**Routing congestion map**

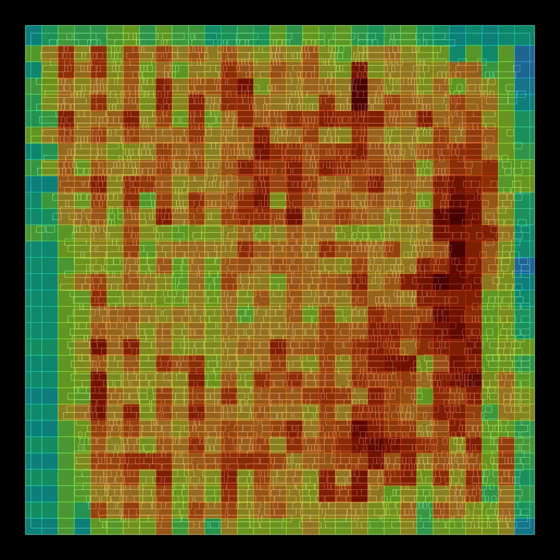
**Clock network drawn from the DEF**

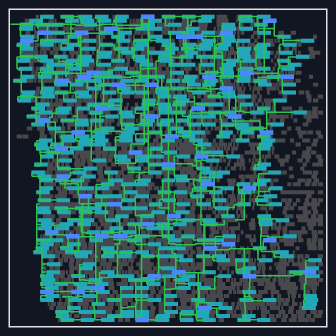
`src/rtl/stack_engine_if.sv`:
```
// Command and observation bundle between the decoder/ALU and the stack engine.
// Latency: none; this file only carries wires.
// Backpressure: cmd_ready from the engine qualifies cmd_valid from the master.
interface stack_engine_if #(
  parameter int WIDTH  = 16,
  parameter int DEPTH  = 16,
  parameter int RDEPTH = 16
);
  logic                         cmd_valid;
  logic                         cmd_ready;
  logic [3:0]                   cmd_op;
  logic [WIDTH-1:0]             cmd_din;
  logic [WIDTH-1:0]             tos;
  logic [WIDTH-1:0]             nos;
  logic [WIDTH-1:0]             ros;
  logic [WIDTH-1:0]             rtos;
  logic [$clog2(DEPTH+1)-1:0]   d_depth;
  logic [$clog2(RDEPTH+1)-1:0]  r_depth;
  logic                         err_under;
  logic                         err_over;
  logic                         err_illegal;
  logic                         err_clr;

  // Decoder / ALU side: issues commands and watches the stack tops.
  modport master (
    output cmd_valid, cmd_op, cmd_din, err_clr,
    input  cmd_ready, tos, nos, ros, rtos, d_depth, r_depth,
           err_under, err_over, err_illegal
  );

  // Engine side.
  modport slave (
    input  cmd_valid, cmd_op, cmd_din, err_clr,
    output cmd_ready, tos, nos, ros, rtos, d_depth, r_depth,
           err_under, err_over, err_illegal
  );
endinterface

```
`src/rtl/stack_engine.sv`:
```
// Data/return stack unit: one stack command per cycle with sticky error trapping.
// Latency: result visible right after the accepting edge; back-to-back with no bubbles.
// Backpressure: cmd_ready drops while any error flag is set until err_clr.
module stack_engine #(
  parameter int WIDTH  = 16,
  parameter int DEPTH  = 16,
  parameter int RDEPTH = 16
) (
  input  logic         clk,
  input  logic         rst_n,
  stack_engine_if.slave bus
);
  localparam int DW  = $clog2(DEPTH + 1);
  localparam int RW  = $clog2(RDEPTH + 1);
  localparam int DSW = DEPTH * WIDTH;
  localparam int RSW = RDEPTH * WIDTH;

  localparam logic [3:0] OP_NOP    = 4'd0;
  localparam logic [3:0] OP_PUSH   = 4'd1;
  localparam logic [3:0] OP_DROP   = 4'd2;
  localparam logic [3:0] OP_DUP    = 4'd3;
  localparam logic [3:0] OP_SWAP   = 4'd4;
  localparam logic [3:0] OP_ROT    = 4'd5;
  localparam logic [3:0] OP_OVER   = 4'd6;
  localparam logic [3:0] OP_REPL2  = 4'd7;
  localparam logic [3:0] OP_REPL1  = 4'd8;
  localparam logic [3:0] OP_RPUSH  = 4'd9;
  localparam logic [3:0] OP_RPOP   = 4'd10;
  localparam logic [3:0] OP_RCP    = 4'd11;
  localparam logic [3:0] OP_RPUSHI = 4'd12;
  localparam logic [3:0] OP_RDROP  = 4'd13;

  // Element 0 is the top of each stack. Cells above the occupancy are kept at
  // zero (pops shift zeros in), so the top outputs need no depth masking.
  logic [DEPTH-1:0][WIDTH-1:0]  dstk_q, dstk_d, d_tmp;
  logic [RDEPTH-1:0][WIDTH-1:0] rstk_q, rstk_d, r_tmp;
  logic [DW-1:0]                d_cnt_q, d_cnt_d;
  logic [RW-1:0]                r_cnt_q, r_cnt_d;
  logic                         under_q, over_q, ill_q;
  logic                         under_d, over_d, ill_d;

  logic [1:0]       need_d;
  logic             need_r, d_grow, r_grow, illegal;
  logic             chk_under, chk_over, fire, exec;
  logic [1:0]       d_pop;
  logic             d_push, r_pop, r_push;
  logic [WIDTH-1:0] d_val, r_val;

  // Opcode decode: minimum occupancy and growth per stack.
  always_comb begin
    need_d  = 2'd0;
    need_r  = 1'b0;
    d_grow  = 1'b0;
    r_grow  = 1'b0;
    illegal = 1'b0;
    case (bus.cmd_op)
      OP_NOP:    ;
      OP_PUSH:   d_grow = 1'b1;
      OP_DROP:   need_d = 2'd1;
      OP_DUP:    begin need_d = 2'd1; d_grow = 1'b1; end
      OP_SWAP:   need_d = 2'd2;
      OP_ROT:    need_d = 2'd3;
      OP_OVER:   begin need_d = 2'd2; d_grow = 1'b1; end
      OP_REPL2:  need_d = 2'd2;
      OP_REPL1:  need_d = 2'd1;
      OP_RPUSH:  begin need_d = 2'd1; r_grow = 1'b1; end
      OP_RPOP:   begin need_r = 1'b1; d_grow = 1'b1; end
      OP_RCP:    begin need_r = 1'b1; d_grow = 1'b1; end
      OP_RPUSHI: r_grow = 1'b1;
      OP_RDROP:  need_r = 1'b1;
      default:   illegal = 1'b1;
    endcase
  end

  // Checks in priority order: illegal, then underflow, then overflow.
  always_comb begin
    chk_under = (32'(d_cnt_q) < 32'(need_d)) || (32'(r_cnt_q) < 32'(need_r));
    chk_over  = (d_grow && (32'(d_cnt_q) == DEPTH)) ||
                (r_grow && (32'(r_cnt_q) == RDEPTH));
    fire      = bus.cmd_valid && bus.cmd_ready;
    exec      = fire && !illegal && !chk_under && !chk_over;
    // err_clr overrides any flag raised in the same cycle.
    ill_d     = bus.err_clr ? 1'b0 : (ill_q   | (fire && illegal));
    under_d   = bus.err_clr ? 1'b0 : (under_q | (fire && !illegal && chk_under));
    over_d    = bus.err_clr ? 1'b0 : (over_q  | (fire && !illegal && !chk_under && chk_over));
  end

  // Stack datapath: every op is "pop n, optionally push one value", with SWAP
  // and ROT handled as in-place permutations of the top cells.
  always_comb begin
    d_pop  = 2'd0;
    d_push = 1'b0;
    d_val  = '0;
    r_pop  = 1'b0;
    r_push = 1'b0;
    r_val  = '0;
    if (exec) begin
      case (bus.cmd_op)
        OP_PUSH:   begin d_push = 1'b1; d_val = bus.cmd_din; end
        OP_DROP:   d_pop = 2'd1;
        OP_DUP:    begin d_push = 1'b1; d_val = dstk_q[0]; end
        OP_OVER:   begin d_push = 1'b1; d_val = dstk_q[1]; end
        OP_REPL2:  begin d_pop = 2'd2; d_push = 1'b1; d_val = bus.cmd_din; end
        OP_REPL1:  begin d_pop = 2'd1; d_push = 1'b1; d_val = bus.cmd_din; end
        OP_RPUSH:  begin d_pop = 2'd1; r_push = 1'b1; r_val = dstk_q[0]; end
        OP_RPOP:   begin r_pop = 1'b1; d_push = 1'b1; d_val = rstk_q[0]; end
        OP_RCP:    begin d_push = 1'b1; d_val = rstk_q[0]; end
        OP_RPUSHI: begin r_push = 1'b1; r_val = bus.cmd_din; end
        OP_RDROP:  r_pop = 1'b1;
        default:   ;
      endcase
    end
    d_tmp  = dstk_q >> (WIDTH * int'(d_pop));
    dstk_d = d_push ? ((d_tmp << WIDTH) | DSW'(d_val)) : d_tmp;
    r_tmp  = r_pop ? (rstk_q >> WIDTH) : rstk_q;
    rstk_d = r_push ? ((r_tmp << WIDTH) | RSW'(r_val)) : r_tmp;
    if (exec && bus.cmd_op == OP_SWAP) begin
      dstk_d[0] = dstk_q[1];
      dstk_d[1] = dstk_q[0];
    end
    if (exec && bus.cmd_op == OP_ROT) begin
      dstk_d[0] = dstk_q[2];
      dstk_d[1] = dstk_q[0];
      dstk_d[2] = dstk_q[1];
    end
    d_cnt_d = d_cnt_q - DW'(d_pop) + DW'(d_push);
    r_cnt_d = r_cnt_q - RW'(r_pop) + RW'(r_push);
  end

  // State registers.
  always_ff @(posedge clk or negedge rst_n) begin
    if (!rst_n) begin
      dstk_q  <= '0;
      rstk_q  <= '0;
      d_cnt_q <= '0;
      r_cnt_q <= '0;
      under_q <= 1'b0;
      over_q  <= 1'b0;
      ill_q   <= 1'b0;
    end else begin
      dstk_q  <= dstk_d;
      rstk_q  <= rstk_d;
      d_cnt_q <= d_cnt_d;
      r_cnt_q <= r_cnt_d;
      under_q <= under_d;
      over_q  <= over_d;
      ill_q   <= ill_d;
    end
  end

  // Outputs come straight from registered state.
  always_comb begin
    bus.cmd_ready   = !(under_q | over_q | ill_q);
    bus.tos         = dstk_q[0];
    bus.nos         = dstk_q[1];
    bus.ros         = dstk_q[2];
    bus.rtos        = rstk_q[0];
    bus.d_depth     = d_cnt_q;
    bus.r_depth     = r_cnt_q;
    bus.err_under   = under_q;
    bus.err_over    = over_q;
    bus.err_illegal = ill_q;
  end
endmodule
```
`src/flat_wrapper.sv`:
```
// flat-port wrapper written by rule: the top's interface ports become plain ports
module stack_engine_flat 
#(
  parameter int WIDTH  = 16,
  parameter int DEPTH  = 16,
  parameter int RDEPTH = 16
)
  (clk, rst_n, bus_cmd_valid, bus_cmd_op, bus_cmd_din, bus_err_clr, bus_cmd_ready, bus_tos, bus_nos, bus_ros, bus_rtos, bus_d_depth, bus_r_depth, bus_err_under, bus_err_over, bus_err_illegal);
  stack_engine_if #(.WIDTH(WIDTH), .DEPTH(DEPTH), .RDEPTH(RDEPTH)) bus_i ();
  input  logic clk;
  input  logic rst_n;
  input wire logic [$bits(bus_i.cmd_valid)-1:0] bus_cmd_valid;
  input wire logic [$bits(bus_i.cmd_op)-1:0] bus_cmd_op;
  input wire logic [$bits(bus_i.cmd_din)-1:0] bus_cmd_din;
  input wire logic [$bits(bus_i.err_clr)-1:0] bus_err_clr;
  output wire logic [$bits(bus_i.cmd_ready)-1:0] bus_cmd_ready;
  output wire logic [$bits(bus_i.tos)-1:0] bus_tos;
  output wire logic [$bits(bus_i.nos)-1:0] bus_nos;
  output wire logic [$bits(bus_i.ros)-1:0] bus_ros;
  output wire logic [$bits(bus_i.rtos)-1:0] bus_rtos;
  output wire logic [$bits(bus_i.d_depth)-1:0] bus_d_depth;
  output wire logic [$bits(bus_i.r_depth)-1:0] bus_r_depth;
  output wire logic [$bits(bus_i.err_under)-1:0] bus_err_under;
  output wire logic [$bits(bus_i.err_over)-1:0] bus_err_over;
  output wire logic [$bits(bus_i.err_illegal)-1:0] bus_err_illegal;
  assign bus_i.cmd_valid = bus_cmd_valid;
  assign bus_i.cmd_op = bus_cmd_op;
  assign bus_i.cmd_din = bus_cmd_din;
  assign bus_i.err_clr = bus_err_clr;
  assign bus_cmd_ready = bus_i.cmd_ready;
  assign bus_tos = bus_i.tos;
  assign bus_nos = bus_i.nos;
  assign bus_ros = bus_i.ros;
  assign bus_rtos = bus_i.rtos;
  assign bus_d_depth = bus_i.d_depth;
  assign bus_r_depth = bus_i.r_depth;
  assign bus_err_under = bus_i.err_under;
  assign bus_err_over = bus_i.err_over;
  assign bus_err_illegal = bus_i.err_illegal;
  stack_engine #(.WIDTH(WIDTH), .DEPTH(DEPTH), .RDEPTH(RDEPTH)) u_core (.clk(clk), .rst_n(rst_n), .bus(bus_i));
endmodule
```
`config.mk`:
```
export PLATFORM = sky130hd
export DESIGN_NAME = stack_engine_flat
export DESIGN_NICKNAME = d
export VERILOG_FILES = /design/src/rtl/stack_engine_if.sv /design/src/rtl/stack_engine.sv /design/src/flat_wrapper.sv
export SDC_FILE = /design/constraint.sdc
export NUM_CORES = 1
export LEC_CHECK = 0
export CORE_MARGIN = 2
export CORE_UTILIZATION = 60
export DETAILED_ROUTE_END_ITERATION = 8
export GPL_TIMING_DRIVEN = 0
export MAX_ROUTING_LAYER = met4
export PLACE_DENSITY = 0.8
export SLEW_MARGIN = 20
export SYNTH_ARGS = -nofsm -noshare
export SYNTH_HDL_FRONTEND = slang
export SYNTH_SLANG_ARGS = --single-unit
```
`constraint.sdc`:
```
create_clock -name clk -period 7.7 [get_ports clk]
set_clock_uncertainty 0.2 [all_clocks]
set_input_delay 0.77 -clock clk [delete_from_list [all_inputs] [get_ports clk]]
set_output_delay 0.77 -clock clk [all_outputs]
set_load 0.01 [all_outputs]
```
==> flow_metrics.tcl <==
# metrics dict for downstream scripts
set metrics [dict create \
    status "finished, final reports clean" \
    dominant_cells "sequential cells" \
    clk-power_w 0.00279 \
    power.internal_w 0.00729 \
    fp_util_pct 60.7 \
    p_leak_nw 15.2 \
    ys_cells 2592 \
    adder_share_pct 0.896 \
    rsz0062_at_grt "no" \
    finalHoldViolations 0 \
    sh_seq_area_pct 42.9 \
    maxPowerGroup "sequential cells" \
    synth.largest_area_cell "dfrtp_1" \
    place_area_um2 28700 \
    synth_nets 2634 \
    cts_hold_buf 1 \
    drtPass1Iterations 9 \
    die_area_um2 46400 \
    mux_share_pct 20.7 \
    worstPathArrival_ns 6.13 \
    hp-class "register to register" \
    holdPathStages 1 \
    pwr_density_cell_nw_per_um2 370 \
    fp.coreArea_um2 44200 \
    ant_nets 0 \
    n_all_buffers 372 \
    finalSetupViolations 0 \
    crit_fanout 10 \
    yosysWarnings 0 \
    preCtsSetupSlack_ns 1.38 \
    ys_sh_xor_pct 0.261 \
    crit_chain "clkdlybuf4s50_1 -> clkbuf_1 -> nor2b_1 -> inv_1 -> ha_1 -> nand2b_1 -> o311a_1 -> a22o_1 -> buf_2 -> nor3_1 -> inv_2 -> buf_2 -> buf_1 -> clkbuf_1 -> ha_1 -> fa_1 -> a21oi_1 -> nor2_1 -> nor2_1 -> xor2_1" \
    globalRouteTotalUtil_pct 33.7 \
    fin_crit_sh_pct 75.3 \
    switching_share_pct 35.6 \
    comb.multi_input.count 1771 \
    gp_congestion 0.997 \
    drive_gt1_share_pct 14.8 \
    syn_inst 2592 \
]
-- 'routing congestion map' (at the start) --
WL/cell: 22.1 um
M2 GR Usage: 54.7%
GR Layer Usage met3: 6.50%
final core utilization: 69.3%
M1 GR Usage: 42.6%

-- 'clock network drawn from the DEF' (at the start) --
legend:
  blue:
    item: clock-net drivers
    count: 53
  green:
    item: clock wires
    length: 6,020 um
  cyan:
    item: flip-flops
    count: 525
flops lie: spread over the die

state kept, by name (all words and copies together) (netlist names):
name and count:
u_core.rstk_q 240, u_core.dstk_q 208, u_core.bus.nos 16, u_core.bus.ros 16, u_core.bus.rtos 16, u_core.bus.tos 16, u_core.bus.d_depth 5, u_core.bus.r_depth 5
u_core.bus.err_illegal 1, u_core.bus.err_over 1, u_core.bus.err_under 1
Yosys cell counts, types with 2 or more instances:
library cell  count
a211oi_1          3
a21o_1            2
a21oi_1          72
a221o_1           3
a221oi_1         15
a222oi_1         31
a22o_1           34
a22oi_1          21
a311oi_1          4
a31oi_1          29
and3_1            4
and4_1            2
buf_1            39
buf_2            62
buf_4            67
buf_6            14
clkbuf_1         83
dfrtp_1         525
fa_1              2
ha_1             16
inv_1            29
mux2_2          165
mux2i_1         369
nand2_1         111
nand2b_1          4
nand3_1          22
nand3b_1          3
nor2_1          493
nor2b_1           3
nor3_1            7
nor4_1            2
nor4bb_1          2
o21a_1           11
o21ai_0          50
o221a_2           4
o221ai_1          2
o22ai_1         241
o31ai_1          15
or2_1             2
or3_1             3
or4_1             2
xnor2_1           2
xor2_1            6
critical path: cells and delay by family:
kind | cells | cell delay [ns]
adder cells (fa/ha/maj) | 3 | 1.10
AND/OR/NAND/NOR | 5 | 0.92
XOR/XNOR | 1 | 0.15
AND-OR/OR-AND | 3 | 0.71
buffers and inverters | 8 | 2.46
through the flow:
stage	setup TNS [ns]	util, %	hold WS, ns
final	0	69.3	0.302
after global routing	0	69.3	0.314
after CTS	0	69.3	0.304
after detailed placement	0	65.0	0.282
after global placement	-8871.63	64.6	0.284
after floorplan	0	-	0.267
metal layers:
layer  up-vias  GRT usage (%)  wire (um)
met5         -              -          0
met4         0           11.7       2680
met3       163           6.50       5300
met2       854           54.7      35900
met1     10300           42.6      31000
li1       9690              -          -
